<file path="src/rtl/arc_wordtime_gen.sv">
// ARC word-time generator: bit/digit counters, instruction serialiser onto `is`,
// arithmetic field latch and word-select decode, digit pointer register.
module arc_wordtime_gen #(
  parameter int NDIGITS  = 14,
  parameter int DBITS    = 4,
  parameter int ISW      = 10,
  parameter int IS_START = 45,
  parameter int EXP_HI   = 2,
  parameter int MANT_LO  = 3,
  parameter int MANT_HI  = 12,
  parameter int PTR_W    = 4,
  localparam int NBITS   = NDIGITS * DBITS,
  localparam int BCW     = $clog2(NBITS),
  localparam int DCW     = $clog2(NDIGITS)
) (
  input  logic             cph2,
  input  logic             rstn,
  input  logic             run,
  input  logic             inst_valid,
  input  logic [ISW-1:0]   inst_data,
  output logic             inst_ready,
  input  logic [1:0]       ptr_cmd,
  input  logic [PTR_W-1:0] ptr_din,
  output logic [BCW-1:0]   bit_cnt,
  output logic [DCW-1:0]   digit_cnt,
  output logic             word_start,
  output logic             sync,
  output logic             is,
  output logic             ws,
  output logic [PTR_W-1:0] ptr,
  output logic             underrun
);

  localparam int SUBW = (DBITS > 1) ? $clog2(DBITS) : 1;

  localparam logic [BCW-1:0]   BIT_LAST = BCW'(NBITS - 1);
  localparam logic [BCW-1:0]   LOAD_AT  = BCW'(IS_START - 1);
  localparam logic [BCW-1:0]   SYNC_LO  = BCW'(IS_START);
  localparam logic [BCW-1:0]   SYNC_HI  = BCW'(IS_START + ISW - 1);
  localparam logic [DCW-1:0]   DIG_LAST = DCW'(NDIGITS - 1);
  localparam logic [SUBW-1:0]  SUB_LAST = SUBW'(DBITS - 1);
  localparam logic [PTR_W-1:0] PTR_LAST = PTR_W'(NDIGITS - 1);

  typedef enum logic [2:0] {
    F_P  = 3'b000,
    F_M  = 3'b001,
    F_X  = 3'b010,
    F_W  = 3'b011,
    F_WP = 3'b100,
    F_MS = 3'b101,
    F_XS = 3'b110,
    F_S  = 3'b111
  } field_t;

  logic [SUBW-1:0] sub_cnt;
  logic [ISW-1:0]  hold;
  logic            hold_full;
  logic [ISW-1:0]  shift;
  logic [4:0]      word_lo;
  logic            field_en;
  field_t          field_type;
  logic            load_cyc;
  logic            wrap;

  assign load_cyc   = run && (bit_cnt == LOAD_AT);
  assign wrap       = run && (bit_cnt == BIT_LAST);
  assign inst_ready = ~hold_full;
  assign word_start = (bit_cnt == '0);
  assign sync       = (bit_cnt >= SYNC_LO) && (bit_cnt <= SYNC_HI);
  assign is         = sync & shift[0];
  assign underrun   = load_cyc & ~hold_full;

  // Bit, sub-digit and digit counters; all hold while run is low.
  always_ff @(posedge cph2 or negedge rstn) begin
    if (!rstn) begin
      bit_cnt   <= '0;
      sub_cnt   <= '0;
      digit_cnt <= '0;
    end else if (run) begin
      bit_cnt <= (bit_cnt == BIT_LAST) ? '0 : bit_cnt + 1'b1;
      if (sub_cnt == SUB_LAST) begin
        sub_cnt   <= '0;
        digit_cnt <= (digit_cnt == DIG_LAST) ? '0 : digit_cnt + 1'b1;
      end else begin
        sub_cnt <= sub_cnt + 1'b1;
      end
    end
  end

  // Holding register handshake and shift register load/shift.
  // The load cycle always sees a full or empty holding register before any
  // same-edge handshake, so an accept on that edge waits for the next word.
  always_ff @(posedge cph2 or negedge rstn) begin
    if (!rstn) begin
      hold      <= '0;
      hold_full <= 1'b0;
      shift     <= '0;
      word_lo   <= '0;
    end else begin
      if (load_cyc) begin
        if (hold_full) begin
          shift     <= hold;
          word_lo   <= hold[4:0];
          hold_full <= 1'b0;
        end else begin
          shift   <= '0;
          word_lo <= '0;
        end
      end else if (run && sync) begin
        shift <= shift >> 1;
      end
      if (inst_valid && !hold_full) begin
        hold      <= inst_data;
        hold_full <= 1'b1;
      end
    end
  end

  // Field latch and pointer update, both at the word-wrap edge.
  always_ff @(posedge cph2 or negedge rstn) begin
    if (!rstn) begin
      field_en   <= 1'b0;
      field_type <= F_P;
      ptr        <= '0;
    end else if (wrap) begin
      field_en   <= (word_lo[1:0] == 2'b10);
      field_type <= field_t'(word_lo[4:2]);
      unique case (ptr_cmd)
        2'b01:   ptr <= (ptr_din > PTR_LAST) ? PTR_LAST : ptr_din;
        2'b10:   ptr <= (ptr == PTR_LAST) ? '0 : ptr + 1'b1;
        2'b11:   ptr <= (ptr == '0) ? PTR_LAST : ptr - 1'b1;
        default: ptr <= ptr;
      endcase
    end
  end

  logic [31:0] d_ext;
  logic [31:0] p_ext;

  // Word-select decode from the latched field and current digit.
  always_comb begin
    d_ext = 32'(digit_cnt);
    p_ext = 32'(ptr);
    ws    = 1'b1;
    if (field_en) begin
      unique case (field_type)
        F_P:     ws = (d_ext == p_ext);
        F_M:     ws = (d_ext >= 32'(MANT_LO)) && (d_ext <= 32'(MANT_HI));
        F_X:     ws = (d_ext <= 32'(EXP_HI));
        F_W:     ws = 1'b1;
        F_WP:    ws = (d_ext <= p_ext);
        F_MS:    ws = (d_ext >= 32'(MANT_LO));
        F_XS:    ws = (d_ext == 32'(EXP_HI));
        F_S:     ws = (d_ext == 32'(NDIGITS - 1));
        default: ws = 1'b1;
      endcase
    end
  end

endmodule

</file>
<file path="config.mk">
export PLATFORM = sky130hd
export DESIGN_NAME = arc_wordtime_gen
export DESIGN_NICKNAME = d
export VERILOG_FILES = /design/src/rtl/arc_wordtime_gen.sv
export SDC_FILE = /design/constraint.sdc
export NUM_CORES = 1
export LEC_CHECK = 0
export ABC_AREA = 1
export CORE_ASPECT_RATIO = 0.9
export CORE_UTILIZATION = 49
export CTS_CLUSTER_DIAMETER = 30
export DETAILED_ROUTE_END_ITERATION = 7
export GPL_TIMING_DRIVEN = 0
export PLACE_DENSITY = 0.73
export SLEW_MARGIN = 20
export SYNTH_ARGS = -nofsm -noshare
export SYNTH_HDL_FRONTEND = slang
export SYNTH_SLANG_ARGS = --single-unit
</file>
<file path="constraint.sdc">
create_clock -name cph2 -period 1.7 [get_ports cph2]
set_input_delay 0.255 -clock cph2 [delete_from_list [all_inputs] [get_ports cph2]]
set_output_delay 0.255 -clock cph2 [all_outputs]
set_load 0.02 [all_outputs]
</file>
==> impl_metrics.toml <==
# synthesis and place-and-route metrics
[outcome]
run_status = "complete, but fails checks"
violated_checks = "setup timing"

[power]
p_per_cell_area_nw_per_um2 = 1590
share_comb_of_total_power_pct = 54.0
internal-power_w = 0.00327
vdd_drop_max_uv = 1060
seq_power_w = 0.00197

[routing]
wl_met2_um = 3040
route.detailed.vias_per_inst = 5.10

[layout]
instances_no_fill = 467
final_layout_top_logic_cell = "nand2_1"
seq_area_um2 = 1160
layout_top_cells_excl_fill_tap = "nand2_1, dfrtp_1, nor2_1"
leading_registers_by_flop_count = "hold x10, shift x10, bit_cnt x6"
nFillCells = 407

[flow_run]
max_cap_violations = 0

[clock_network]
clkSlewWorstSetupHoldPaths_ns = 0.09
ctsHoldBuffers = 1
cts_tree = "built"
clkLatencyLatePin_ns = 0.30
post_cts.repair.setup_buffers = 17

[global_routing]
overall_track_demand_over_capacity_in_global_routing_pct = 22.1
grt_overflow = 0
first_global_vias = 2238
grtUsageMet2_pct = 39.0

[yosys]
muxShareOfSynthArea_pct = 4.20
synth_seq_share_pct = 42.9
top_flip_flop_cell_by_instance_count_after_synthesis = "dfrtp_1"
ys_sh_xor_pct = 0.980
synth.cell_area_um2 = 2680

[timing]
shortest_period_the_worst_path_allows_ns = 1.90
fmax_mhz = 525
relSlewSlack_pct = 64.1
finalCritPeriodShare_pct = 112
setup_viol = 4
rsz0062_at_grt = "yes"
worst_slack_ns = -0.203

[setup_path]
cp_data_arrival_time_ns = 1.65
cp-end-kind = "output pin"
crit_path_max_fanout = 4
timing.critical_path.cells = "buf_6, nand2_1, inv_2, o21ai_0, nand3_1, nand2_1, nor2_1, nand3_2, buf_6"
worstSetupPathDepth = 9

[die]
tapcell.inserted = 67
initial_utilization_pct = 51.0
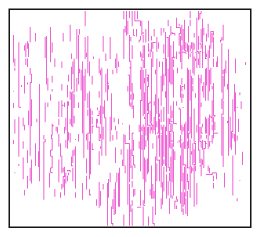
layer_met2.png
(3 px per µm)
main direction: vertical
wire length on this layer: 3040 µm
share of all routed wire: 50%

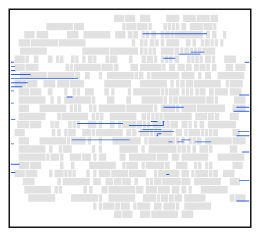
layer_met3.png
(3 px per µm)
nets with wire on the layer: 35
share of all routed wire: 3.3%
wire length on this layer: 200 µm
main direction: horizontal
wire length reported by the detailed router: 6060 µm
count of vias placed by the detailed router: 2380
met3 Use GR: 4.40%

